run_1/port_trees.png
Bar = 20 um.
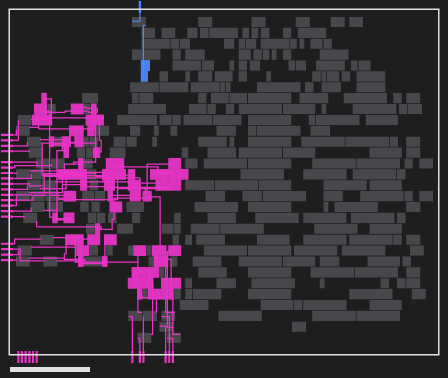
run_1/gates.png
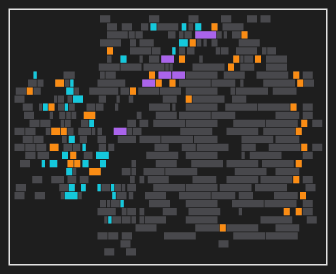
run_1/congestion_map.png
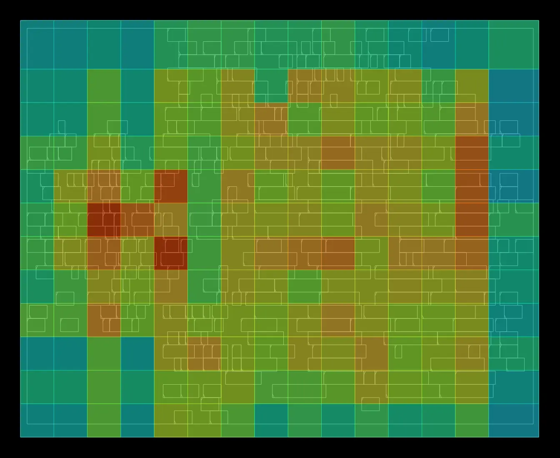
run_1/closeup.png
Bar = 10 um. Window x 14 to 39, y 9 to 34 um. Cells in grey, sequential cells in the stronger grey; small squares are vias.
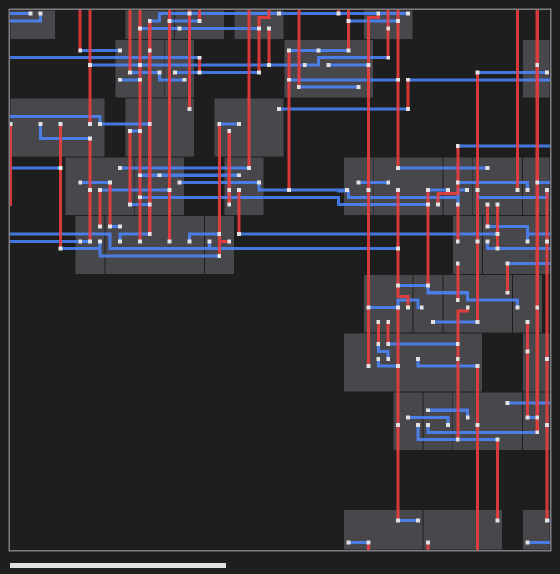
[src/rtl/fir_output_decimator.sv]
// fir_output_decimator: rounds, shifts and saturates the full-precision FIR
// output to the system sample width, decimates by DECIM, and buffers kept
// samples in a small show-ahead FIFO with a valid/ready output.
module fir_output_decimator #(
    parameter int IN_WIDTH   = 31,
    parameter int OUT_WIDTH  = 12,
    parameter int SHIFT      = 7,
    parameter int DECIM      = 2,
    parameter int FIFO_DEPTH = 4
) (
    input  logic                                 clk,
    input  logic                                 clr,
    input  logic                                 in_valid,
    input  logic [IN_WIDTH-1:0]                  filtered_signal,
    output logic [OUT_WIDTH-1:0]                 out_sample,
    output logic                                 out_valid,
    input  logic                                 out_ready,
    output logic [$clog2(FIFO_DEPTH+1)-1:0]      fifo_level,
    output logic                                 sat_flag,
    output logic                                 overflow
);

    localparam int LW = $clog2(FIFO_DEPTH + 1);
    localparam int AW = $clog2(FIFO_DEPTH);
    localparam int CW = (DECIM > 1) ? $clog2(DECIM) : 1;

    // Half an output LSB, added before the shift for round-half-up.
    localparam logic signed [IN_WIDTH:0] RND_BIAS  = {{IN_WIDTH{1'b0}}, 1'b1} << (SHIFT - 1);
    localparam logic signed [IN_WIDTH:0] SAT_MAX   = {{(IN_WIDTH + 2 - OUT_WIDTH){1'b0}}, {(OUT_WIDTH - 1){1'b1}}};
    localparam logic signed [IN_WIDTH:0] SAT_MIN   = {{(IN_WIDTH + 2 - OUT_WIDTH){1'b1}}, {(OUT_WIDTH - 1){1'b0}}};
    localparam logic [LW-1:0]            FULL_LVL  = LW'(FIFO_DEPTH);
    localparam logic [CW-1:0]            CNT_LAST  = CW'(DECIM - 1);

    logic signed [IN_WIDTH:0] rnd_sum;
    logic signed [IN_WIDTH:0] shifted;
    logic                     clamp_hi;
    logic                     clamp_lo;
    logic [OUT_WIDTH-1:0]     sat_sample;

    logic                     st_valid;
    logic [OUT_WIDTH-1:0]     st_sample;

    logic [CW-1:0]            dec_cnt;
    logic                     keep;

    logic [OUT_WIDTH-1:0]     mem [FIFO_DEPTH];
    logic [AW-1:0]            wr_ptr;
    logic [AW-1:0]            rd_ptr;
    logic [LW-1:0]            level;
    logic                     fifo_full;
    logic                     push;
    logic                     pop;
    logic                     drop;

    // Round, arithmetic shift and clamp the incoming filter output.
    always_comb begin
        rnd_sum  = $signed({filtered_signal[IN_WIDTH-1], filtered_signal}) + RND_BIAS;
        shifted  = rnd_sum >>> SHIFT;
        clamp_hi = shifted > SAT_MAX;
        clamp_lo = shifted < SAT_MIN;
        if (clamp_hi) begin
            sat_sample = {1'b0, {(OUT_WIDTH - 1){1'b1}}};
        end else if (clamp_lo) begin
            sat_sample = {1'b1, {(OUT_WIDTH - 1){1'b0}}};
        end else begin
            sat_sample = shifted[OUT_WIDTH-1:0];
        end
    end

    // Stage register: loads every cycle, valid mirrors in_valid.
    always_ff @(posedge clk) begin
        if (!clr) begin
            st_valid  <= 1'b0;
            st_sample <= '0;
        end else begin
            st_valid  <= in_valid;
            st_sample <= sat_sample;
        end
    end

    // Decimation counter advances only on valid stage entries; count 0 keeps.
    always_ff @(posedge clk) begin
        if (!clr) begin
            dec_cnt <= '0;
        end else if (st_valid) begin
            dec_cnt <= (dec_cnt == CNT_LAST) ? '0 : dec_cnt + CW'(1);
        end
    end

    // FIFO control: a pop on the same edge frees the slot for a push when full.
    always_comb begin
        keep      = st_valid && (dec_cnt == '0);
        fifo_full = (level == FULL_LVL);
        out_valid = (level != '0);
        pop       = out_valid && out_ready;
        push      = keep && (!fifo_full || pop);
        drop      = keep && fifo_full && !pop;
    end

    // FIFO storage; contents are irrelevant while empty, so no reset.
    always_ff @(posedge clk) begin
        if (push) begin
            mem[wr_ptr] <= st_sample;
        end
    end

    // FIFO pointers and occupancy.
    always_ff @(posedge clk) begin
        if (!clr) begin
            wr_ptr <= '0;
            rd_ptr <= '0;
            level  <= '0;
        end else begin
            if (push) begin
                wr_ptr <= wr_ptr + AW'(1);
            end
            if (pop) begin
                rd_ptr <= rd_ptr + AW'(1);
            end
            case ({push, pop})
                2'b10:   level <= level + LW'(1);
                2'b01:   level <= level - LW'(1);
                default: level <= level;
            endcase
        end
    end

    // Sticky status flags, cleared only by reset.
    always_ff @(posedge clk) begin
        if (!clr) begin
            sat_flag <= 1'b0;
            overflow <= 1'b0;
        end else begin
            sat_flag <= sat_flag | (in_valid & (clamp_hi | clamp_lo));
            overflow <= overflow | drop;
        end
    end

    // Show-ahead head sample, forced to zero while empty.
    always_comb begin
        out_sample = out_valid ? mem[rd_ptr] : '0;
        fifo_level = level;
    end

endmodule

[config.mk]
export PLATFORM = sky130hd
export DESIGN_NAME = fir_output_decimator
export DESIGN_NICKNAME = d
export VERILOG_FILES = /design/src/rtl/fir_output_decimator.sv
export SDC_FILE = /design/constraint.sdc
export NUM_CORES = 1
export LEC_CHECK = 0
export ABC_AREA = 0
export CORE_ASPECT_RATIO = 0.8
export CORE_UTILIZATION = 40
export CTS_BUF_LIST = sky130_fd_sc_hd__clkbuf_8
export CTS_CLUSTER_DIAMETER = 50
export DETAILED_ROUTE_END_ITERATION = 16
export MAX_ROUTING_LAYER = met4
export PLACE_DENSITY = 0.64
export SYNTH_ARGS = -nofsm -noshare
export SYNTH_HDL_FRONTEND = slang
export SYNTH_SLANG_ARGS = --single-unit
[constraint.sdc]
create_clock -name clk -period 6.68 [get_ports clk]
set_input_delay 1.002 -clock clk [delete_from_list [all_inputs] [get_ports clk]]
set_output_delay 1.002 -clock clk [all_outputs]
set_load 0.02 [all_outputs]
==> summary.txt, run 1 <==
impl run done, here's what came out: layout cells sized above 1 0.129, reg-to-reg slack, setup around 4400 ps, number of buffers added to fix hold violations after cts 0, launch point of the worst reg-to-reg path fifo_level[0], outcome finished, final reports clean, maximum capacitance violations 0, fraction of area in registers 0.459, clock tree from TritonCTS done, height of the die 85.9 um, estimated wirelength of the detail-placed design 4.50 mm, tally of filler cells in the layout about 760, achievable clock frequency 0.284 GHz, main flop type edfxtp_1, routed vias ~2.3k, Clk network pwr share 0.228, proportion of final cell area spent on non-clock buffers 0.109, required time of the worst setup path between 6000 and 7000 ps, dominant logic cell type in the layout edfxtp_1, Biggest Area Class registers, internal power summed over all cells a little over 0.0008 W, most numerous logic cells after layout edfxtp_1 (48), clkdlybuf4s50_1 (46), dfxtp_1 (25), total nets after synthesis ~320, overflow left after global routing 0, met1 track demand over resource in global routing 0.202, ANT cells 0, top register by number of flip-flops mem, startpoint types input pin, number of pins exceeding their max-slew limit in the final report 0, reg-to-reg critical path endpoint fifo_level[2], number of enable flip-flop cells 48
Back to the opening pictures, port_trees.png:
Key: blue = in_valid [direction input, edge north, end cells 2, wire 17.9 um]; magenta = filtered_signal [direction input, edge 19 west, 12 south, end cells 61, wire 954 um]
number of input and output port buffers inserted: 46
number of placed I/O pins: 53

Back to the opening pictures, gates.png:
Key: cyan = nor cells [cells 30, most used nor2_1]; purple = fa/ha/maj cells [cells 6, most used ha_1, where north]; orange = and/or cells [cells 36, most used and2_1]

Back to the opening pictures, congestion_map.png:
layer with the highest usage after global routing: met2
per-cell routed wire length: 14.0 um
met3 layer usage reported by global route: 0.0251

Back to the opening pictures, closeup.png:
Key: blue = M1; red = M2
Sequential cells in the window: 0. Most frequent: xnor2_1 (6), nor2_1 (5), nand2_1 (4). 30 logic cells have their middle in the window.

run_1/ff_map.png
Bar = 20 um. Other sequential cells in the stronger grey, the rest of the logic in the fainter grey.
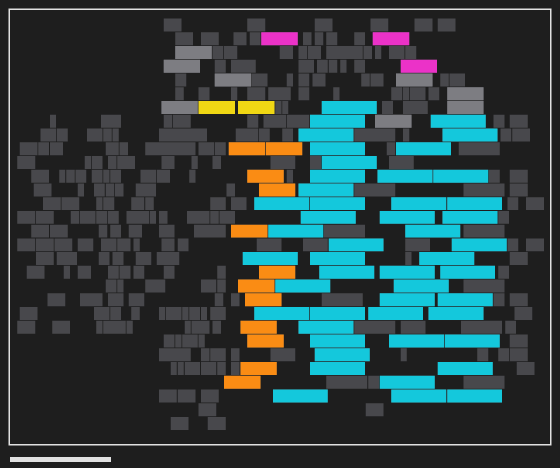

## Run 2: what changed since run 1
- PLACE_DENSITY: 0.64 -> 0.66
- clock period: 6.68 -> 3.1 ns (I/O delays scaled with it)
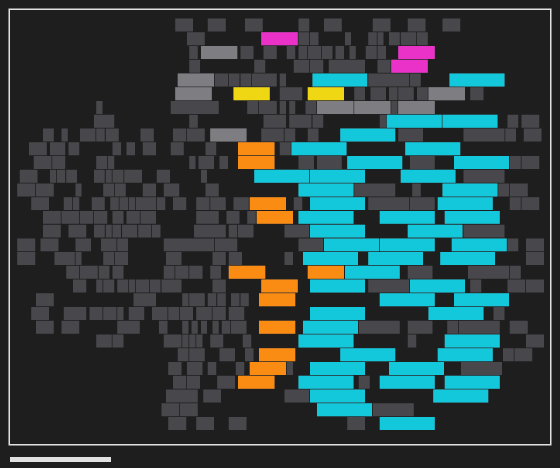
run_2/ff_map.png
Bar = 20 um. Other sequential cells in the stronger grey, the rest of the logic in the fainter grey.
Key: cyan = mem [sequential cells 48]; magenta = fifo_level [sequential cells 3]; yellow = wr_ptr [sequential cells 2]; orange = st_sample [sequential cells 12]

==> run 2 against run 1 <==
Highest routed layer unchanged. Final area is 5.0% higher. Area after synthesis stayed put. Combinational power is 140% higher. Total power is 120% higher. Via count is 3.5% higher. Critical path type unchanged. Sequential power is 110% higher. Hold slack worse by 2.3 ps. Flip-flop count stayed put. Setup slack worse by 2900 ps.
==> summary.txt, run 2 <==
impl run done, here's what came out: outcome finished, final reports clean, Biggest Area Class registers, fraction of area in registers 0.437, top register by number of flip-flops mem, launch point of the worst reg-to-reg path fifo_level[0], number of placed I/O pins 53, startpoint types input pin, required time of the worst setup path ~3400 ps, main flop type edfxtp_1, estimated wirelength of the detail-placed design slightly below 5 mm, number of enable flip-flop cells between 40 and 50, per-cell routed wire length ~14 um, Clk network pwr share 0.237, height of the die between 80 and 90 um, most numerous logic cells after layout edfxtp_1 (48), clkdlybuf4s50_1 (46), buf_4 (26), internal power summed over all cells around 0.0018 W, ANT cells 0, number of buffers added to fix hold violations after cts 0, layout cells sized above 1 0.204, overflow left after global routing 0, routed vias approximately 2.3k, number of input and output port buffers inserted roughly 46, total nets after synthesis 316, maximum capacitance violations 0, reg-to-reg slack, setup ~800 ps, met1 track demand over resource in global routing 0.208, layer with the highest usage after global routing met2, number of pins exceeding their max-slew limit in the final report 0, reg-to-reg critical path endpoint fifo_level[2]
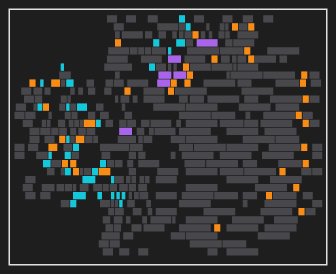
run_2/gates.png
Key: orange = and/or cells [cells 36, most used and2_1]; cyan = nor cells [cells 30, most used nor2_1]; purple = fa/ha/maj cells [cells 6, most used ha_1, where north]
Finished Layout Cells: 465
dominant logic cell type in the layout: edfxtp_1

Power figures rest on the tool's default switching activity, not on a simulated workload.
